### Signal wires on met3

Scale bar: 100 µm. Cells faint in the background.
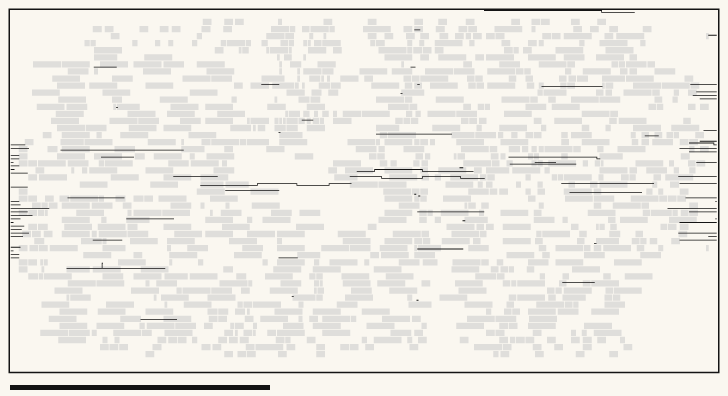
### The metal 4 layer

Supply wires on this layer in gray.
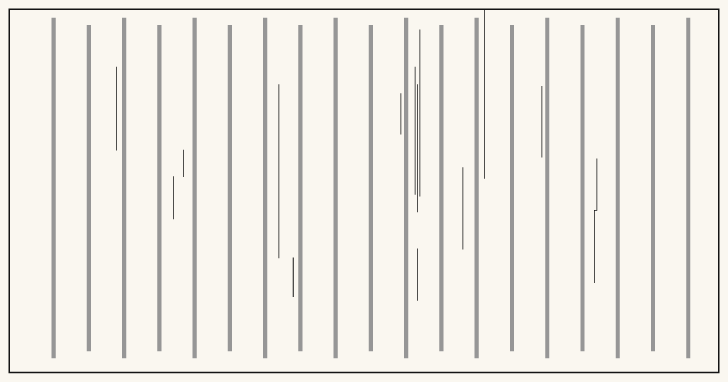
### The metal 1 layer

Scale bar: 100 µm. Supply wires on this layer in gray.
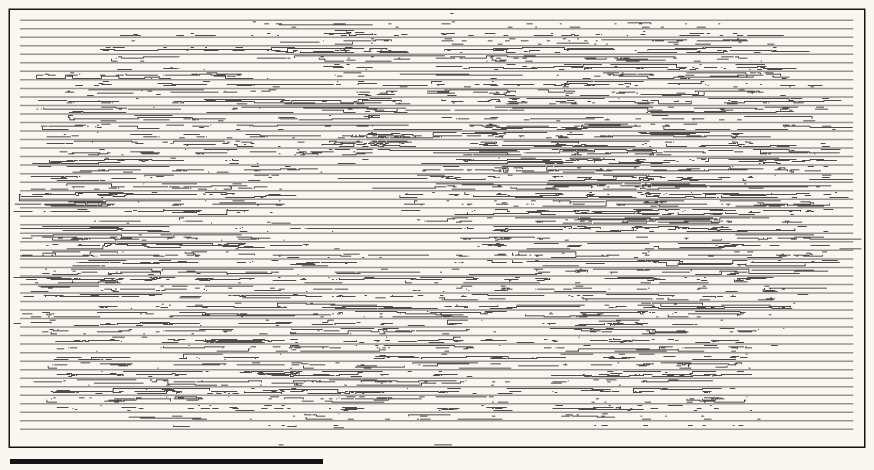
## src/rtl/store_buffer_if.sv

```systemverilog
// Access-width type and the commit/memory/load bundle of the store buffer.
// The buffer takes the slave view; the commit stage and memory take the master view.
package store_buffer_pkg;
    typedef enum logic [1:0] {
        LDST_BYTE = 2'd0,
        LDST_HALF = 2'd1,
        LDST_WORD = 2'd2
    } ldst_mode;
endpackage

interface store_buffer_if;
    import store_buffer_pkg::*;

    logic        store_enable;
    ldst_mode    store_mode;
    logic [31:0] store_addr;
    logic [31:0] store_data;
    logic        sb_full;
    logic        sb_empty;
    logic        mem_req;
    logic [31:0] mem_addr;
    logic [31:0] mem_wdata;
    logic [3:0]  mem_wstrb;
    logic        mem_ack;
    logic [31:0] load_addr;
    logic        fwd_hazard;

    modport master (
        output store_enable, store_mode, store_addr, store_data, mem_ack, load_addr,
        input  sb_full, sb_empty, mem_req, mem_addr, mem_wdata, mem_wstrb, fwd_hazard
    );

    modport slave (
        input  store_enable, store_mode, store_addr, store_data, mem_ack, load_addr,
        output sb_full, sb_empty, mem_req, mem_addr, mem_wdata, mem_wstrb, fwd_hazard
    );
endinterface

```

## src/rtl/store_buffer.sv

```systemverilog
// Circular FIFO of committed stores drained to data memory in program order,
// with a load-address hazard flag over every pending entry.
module store_buffer_chk (
    input logic clk,
    input logic rst,
    input logic store_enable,
    input logic sb_full
);
    // Commit must never present a store while the buffer reports full.
    always @(posedge clk) begin
        if (!rst) begin
            assert (!(store_enable && sb_full))
                else $warning("store_buffer: store presented while full, dropped");
        end
    end
endmodule

module store_buffer
    import store_buffer_pkg::*;
#(
    parameter int SB_DEPTH     = 4,
    parameter int SB_DEPTH_LOG = 2
) (
    input logic          clk,
    input logic          rst,
    store_buffer_if.slave sb
);
    typedef struct packed {
        logic [29:0] word;
        logic [31:0] wdata;
        logic [3:0]  wstrb;
    } entry_t;

    localparam logic [SB_DEPTH_LOG:0]   FULL_COUNT = (SB_DEPTH_LOG + 1)'(SB_DEPTH);
    localparam logic [SB_DEPTH_LOG:0]   ONE_COUNT  = (SB_DEPTH_LOG + 1)'(1);
    localparam logic [SB_DEPTH_LOG-1:0] ONE_PTR    = SB_DEPTH_LOG'(1);

    // Lane placement is resolved at enqueue so the drain path is a plain mux.
    function automatic entry_t encode_store(input ldst_mode mode, input logic [31:0] addr,
                                            input logic [31:0] data);
        entry_t e;
        e.word = addr[31:2];
        case (mode)
            LDST_BYTE: begin
                e.wstrb = 4'b0001 << addr[1:0];
                e.wdata = {4{data[7:0]}};
            end
            LDST_HALF: begin
                e.wstrb = addr[1] ? 4'b1100 : 4'b0011;
                e.wdata = {2{data[15:0]}};
            end
            default: begin
                e.wstrb = 4'b1111;
                e.wdata = data;
            end
        endcase
        return e;
    endfunction

    entry_t                  entry_r [SB_DEPTH];
    logic [SB_DEPTH-1:0]     valid_r;
    logic [SB_DEPTH_LOG-1:0] head_r;
    logic [SB_DEPTH_LOG-1:0] tail_r;
    logic [SB_DEPTH_LOG:0]   count_r;
    logic [SB_DEPTH_LOG:0]   count_next_s;
    logic                    full_r;
    logic                    empty_r;
    logic                    enq_s;
    logic                    pop_s;
    logic                    hazard_s;
    entry_t                  head_s;

    // Full blocks enqueue even when a pop frees a slot in the same cycle.
    assign enq_s = sb.store_enable && !full_r;
    assign pop_s = !empty_r && sb.mem_ack;

    // Occupancy after this cycle's enqueue/pop.
    always_comb begin
        count_next_s = count_r;
        case ({enq_s, pop_s})
            2'b10:   count_next_s = count_r + ONE_COUNT;
            2'b01:   count_next_s = count_r - ONE_COUNT;
            default: count_next_s = count_r;
        endcase
    end

    // Entry storage, pointers and registered status flags.
    always_ff @(posedge clk) begin
        if (rst) begin
            valid_r <= '0;
            head_r  <= '0;
            tail_r  <= '0;
            count_r <= '0;
            full_r  <= 1'b0;
            empty_r <= 1'b1;
        end else begin
            if (enq_s) begin
                entry_r[tail_r] <= encode_store(sb.store_mode, sb.store_addr, sb.store_data);
                valid_r[tail_r] <= 1'b1;
                tail_r          <= tail_r + ONE_PTR;
            end
            if (pop_s) begin
                valid_r[head_r] <= 1'b0;
                head_r          <= head_r + ONE_PTR;
            end
            count_r <= count_next_s;
            full_r  <= (count_next_s == FULL_COUNT);
            empty_r <= (count_next_s == '0);
        end
    end

    // Drain port and hazard flag; the head still counts while it is being popped.
    always_comb begin
        head_s   = entry_r[head_r];
        hazard_s = 1'b0;
        for (int i = 0; i < SB_DEPTH; i++) begin
            if (valid_r[i] && ({entry_r[i].word, 2'b00} == (sb.load_addr & 32'hFFFF_FFFC))) begin
                hazard_s = 1'b1;
            end else begin
                hazard_s = hazard_s;
            end
        end
        if (empty_r) begin
            sb.mem_addr  = 32'h0000_0000;
            sb.mem_wdata = 32'h0000_0000;
            sb.mem_wstrb = 4'b0000;
        end else begin
            sb.mem_addr  = {head_s.word, 2'b00};
            sb.mem_wdata = head_s.wdata;
            sb.mem_wstrb = head_s.wstrb;
        end
    end

    assign sb.mem_req    = !empty_r;
    assign sb.sb_full    = full_r;
    assign sb.sb_empty   = empty_r;
    assign sb.fwd_hazard = hazard_s;

    store_buffer_chk u_chk (
        .clk          (clk),
        .rst          (rst),
        .store_enable (sb.store_enable),
        .sb_full      (full_r)
    );
endmodule
```

## src/flat_wrapper.sv

```systemverilog
// flat-port wrapper written by rule: the top's interface ports become plain ports
module store_buffer_flat import store_buffer_pkg::*;
#(
    parameter int SB_DEPTH     = 4,
    parameter int SB_DEPTH_LOG = 2
)
  (clk, rst, sb_store_enable, sb_store_mode, sb_store_addr, sb_store_data, sb_mem_ack, sb_load_addr, sb_sb_full, sb_sb_empty, sb_mem_req, sb_mem_addr, sb_mem_wdata, sb_mem_wstrb, sb_fwd_hazard);
  store_buffer_if sb_i ();
  input logic clk;
  input logic rst;
  input wire logic [$bits(sb_i.store_enable)-1:0] sb_store_enable;
  input wire logic [$bits(sb_i.store_mode)-1:0] sb_store_mode;
  input wire logic [$bits(sb_i.store_addr)-1:0] sb_store_addr;
  input wire logic [$bits(sb_i.store_data)-1:0] sb_store_data;
  input wire logic [$bits(sb_i.mem_ack)-1:0] sb_mem_ack;
  input wire logic [$bits(sb_i.load_addr)-1:0] sb_load_addr;
  output wire logic [$bits(sb_i.sb_full)-1:0] sb_sb_full;
  output wire logic [$bits(sb_i.sb_empty)-1:0] sb_sb_empty;
  output wire logic [$bits(sb_i.mem_req)-1:0] sb_mem_req;
  output wire logic [$bits(sb_i.mem_addr)-1:0] sb_mem_addr;
  output wire logic [$bits(sb_i.mem_wdata)-1:0] sb_mem_wdata;
  output wire logic [$bits(sb_i.mem_wstrb)-1:0] sb_mem_wstrb;
  output wire logic [$bits(sb_i.fwd_hazard)-1:0] sb_fwd_hazard;
  assign sb_i.store_enable = sb_store_enable;
  assign sb_i.store_mode = sb_store_mode;
  assign sb_i.store_addr = sb_store_addr;
  assign sb_i.store_data = sb_store_data;
  assign sb_i.mem_ack = sb_mem_ack;
  assign sb_i.load_addr = sb_load_addr;
  assign sb_sb_full = sb_i.sb_full;
  assign sb_sb_empty = sb_i.sb_empty;
  assign sb_mem_req = sb_i.mem_req;
  assign sb_mem_addr = sb_i.mem_addr;
  assign sb_mem_wdata = sb_i.mem_wdata;
  assign sb_mem_wstrb = sb_i.mem_wstrb;
  assign sb_fwd_hazard = sb_i.fwd_hazard;
  store_buffer #(.SB_DEPTH(SB_DEPTH), .SB_DEPTH_LOG(SB_DEPTH_LOG)) u_core (.clk(clk), .rst(rst), .sb(sb_i));
endmodule
```

## config.mk

```make
export PLATFORM = sky130hd
export DESIGN_NAME = store_buffer_flat
export DESIGN_NICKNAME = d
export VERILOG_FILES = /design/src/rtl/store_buffer_if.sv /design/src/rtl/store_buffer.sv /design/src/flat_wrapper.sv
export SDC_FILE = /design/constraint.sdc
export NUM_CORES = 1
export LEC_CHECK = 0
export CORE_ASPECT_RATIO = 0.5
export CORE_MARGIN = 3
export CORE_UTILIZATION = 35
export DETAILED_ROUTE_END_ITERATION = 7
export PLACE_DENSITY_LB_ADDON = 0.1
export SLEW_MARGIN = 5
export SYNTH_ARGS = -nofsm -noshare
export SYNTH_HDL_FRONTEND = slang
export SYNTH_HIERARCHICAL = 1
export SYNTH_SLANG_ARGS = --single-unit
```

## constraint.sdc

```tcl
create_clock -name clk -period 5.3 [get_ports clk]
set_clock_uncertainty 0.1 [all_clocks]
set_input_delay 1.59 -clock clk [delete_from_list [all_inputs] [get_ports clk]]
set_output_delay 1.59 -clock clk [all_outputs]
set_load 0.02 [all_outputs]
```

==> impl_metrics.json <==
{
  "status": "complete, no violations",
  "design.seq.count": 279,
  "deepest_clock_path_buffer_count": 3,
  "largest_register_ffs": 264,
  "min_delay_worst_endpoint": "u_core/tail_r[1]",
  "core.rowCount": 48,
  "warnings": 34,
  "yosys_cells": 724,
  "fin_setup_tns_ns": 0,
  "num-fill-cells": 3145,
  "wl_per_cell_um": 21.9,
  "post_cts_hold_buffer_count": 0,
  "io_pins": 174,
  "drt-pass1-iter-count": 4,
  "top_area_cell_class": "sequential cells",
  "worstPathMaxFanout": 3,
  "lay_top_count": "sky130_fd_sc_hd__edfxtp_1",
  "critPathLaunch": "sb_load_addr[14]",
  "tritoncts": "yes",
  "port_buffers": 169,
  "critical_path_class": "in -> out",
  "fp_util_pct": 35.8,
  "bufAreaShareNonClock_pct": 13.5,
  "nNetsFinal": 1038,
  "final.min_clock_period_ns": 5.09,
  "worst_skew_pair.late_latency_ns": 0.53,
  "power_leakage_nw": 5.05,
  "slew_viol_final": 0,
  "ctsResizeCount": 3,
  "final_layout_size_suffix_gt1_share_pct": 18.9,
  "synth-seq-area-share_pct": 66.2,
  "antenna-diode-count": 0,
  "buffers_excl_clock": 218,
  "avgViaCountPerCell": 4.84,
  "worstSetupStartpointType": "input port",
  "final.signal_inverter_count": 11,
  "worst-r2r-setup-slack_ns": 2.84,
  "min_period_over_period_pct": 96.1,
  "timing.critical_path.to": "sb_fwd_hazard",
  "wirelength_met1_um": 13600,
  "report.final.hold_viol_count": 0,
  "cts_sinks": 279,
  "timing.rr.end": "u_core/sb.sb_empty",
  "regArea_um2": 8240,
  "vdd_ir_drop_max_v": 0.000227,
  "met3_length_um": 1010,
  "cp_data_arrival_time_ns": 3.40,
  "multi_input_comb_area_um2": 3980,
  "synthTopLogicFamily": "multiplexers",
  "largestRegisters": "u_core/entry_r (264), u_core/valid_r (4), u_core/count_r (3)",
  "coreArea_um2": 34700,
  "synth.lib_cells_used.distinct": 28,
  "cts.reportedPaths.clkPinSlew_ns": 0.06,
  "hp-class": "reg -> reg",
  "comb_share_pct": 25.2,
  "compound_area_share_pct": 1.09,
  "numCtsBuffers": 27,
  "clock_cell_share_pct": 5.05,
  "post_synth_inst_count": 724,
  "track_usage_pct": 16.5,
  "cp-end-kind": "output port",
  "grt_antenna_before_repair": 0,
  "place.detailed.hpwl_um": 20500,
  "floorplan.die.height_um": 139,
  "timing_worst_slew_pin_value_ns": 0.891,
  "grt_first_pass_wirelength_um": 47200,
  "clock_buffer_count": 32,
  "fraction_of_the_mapped_netlist_area_in_simple_logic_gates_pct": 6.52,
  "h-tree-depth": 1
}
About 'Signal wires on met3':
wire length on this layer: 1010 µm
share of all routed wire: 3.3%

About 'The metal 4 layer':
nets with wire on the layer: 6
wire length on this layer: 509 µm
main direction: vertical
longest straight run: 66.6 µm

About 'The metal 1 layer':
main direction: horizontal
share of all routed wire: 44%
nets with wire on the layer: 957
longest straight run: 67.2 µm
wire length on this layer: 13600 µm
global routing met1 resource utilization: 21.4%
Total Routed Length: 31100 µm
vias after detailed routing: 6876

==> synthesized netlist by cell type <==
| master | count | area share (%) |
|---|---|---|
| sky130_fd_sc_hd__buf_4 | 2 | 0.12 |
| sky130_fd_sc_hd__mux2_2 | 16 | 1.4 |
| sky130_fd_sc_hd__edfxtp_1 | 264 | 64 |
| sky130_fd_sc_hd__mux2i_1 | 9 | 0.72 |
| sky130_fd_sc_hd__nand4_1 | 25 | 1.3 |
| sky130_fd_sc_hd__clkbuf_1 | 31 | 0.94 |
| sky130_fd_sc_hd__nand2_1 | 10 | 0.30 |
| sky130_fd_sc_hd__nor2_1 | 10 | 0.30 |
| sky130_fd_sc_hd__and2_1 | 66 | 3.3 |
| sky130_fd_sc_hd__o21bai_1 | 4 | 0.24 |
| sky130_fd_sc_hd__buf_1 | 1 | 0.030 |
| sky130_fd_sc_hd__nor4_1 | 16 | 0.81 |
| sky130_fd_sc_hd__buf_2 | 7 | 0.28 |
| sky130_fd_sc_hd__a211oi_1 | 4 | 0.24 |
| sky130_fd_sc_hd__o21ai_0 | 8 | 0.32 |
| sky130_fd_sc_hd__nor2b_1 | 5 | 0.25 |
| sky130_fd_sc_hd__conb_1 | 1 | 0.030 |
| sky130_fd_sc_hd__fa_1 | 1 | 0.16 |
| sky130_fd_sc_hd__a21oi_1 | 7 | 0.28 |
| sky130_fd_sc_hd__nor3_1 | 2 | 0.081 |
| sky130_fd_sc_hd__ha_1 | 9 | 0.91 |
| sky130_fd_sc_hd__and3_1 | 4 | 0.20 |
| sky130_fd_sc_hd__dfxtp_1 | 15 | 2.4 |
| sky130_fd_sc_hd__buf_6 | 5 | 0.45 |
| sky130_fd_sc_hd__xnor2_1 | 79 | 5.6 |
| sky130_fd_sc_hd__inv_1 | 11 | 0.33 |
| sky130_fd_sc_hd__mux4_2 | 66 | 12 |
| sky130_fd_sc_hd__xor2_1 | 46 | 3.2 |
==> metrics by stage <==
stage / util (%) / hold slack, ns / cell area, µm² / setup WS, ns / cells
after global routing: 45.5 / 0.452 / 15800 / 0.103 / 1420
after CTS: 45.4 / 0.409 / 15800 / 0.0224 / 1420
after detailed placement: 43.1 / 0.400 / 15000 / -0.310 / 1372
final: 45.5 / 0.419 / 15800 / 0.208 / 1420
after global placement: 43.1 / 0.389 / 15000 / -0.336 / 1372
after floorplan: - / 0.369 / 12400 / 1.01 / 725
==> per-layer routing <==
layer | vias up | GRT usage, %
li1 | 3168 | -
met1 | 3569 | 21.4
met2 | 106 | 29.4
met3 | 33 | 2.83
met4 | 0 | 2.99
met5 | - | 0
==> worst max-delay path, stage by stage <==
cell                              delay [ns]
sky130_fd_sc_hd__clkdlybuf4s50_1        0.56
sky130_fd_sc_hd__buf_4                  0.17
sky130_fd_sc_hd__xnor2_1                0.11
sky130_fd_sc_hd__nand4_1                0.13
sky130_fd_sc_hd__nor4_1                 0.24
sky130_fd_sc_hd__buf_4                  0.17
sky130_fd_sc_hd__nand4_1                0.08
sky130_fd_sc_hd__nand4_1                0.15
sky130_fd_sc_hd__clkbuf_2               0.19
==> report_power, final <==
part	internal, W	switching [W]
logic	0.000777	0.000808
clock network	0.000980	0.000795
registers	0.00254	0.0000631
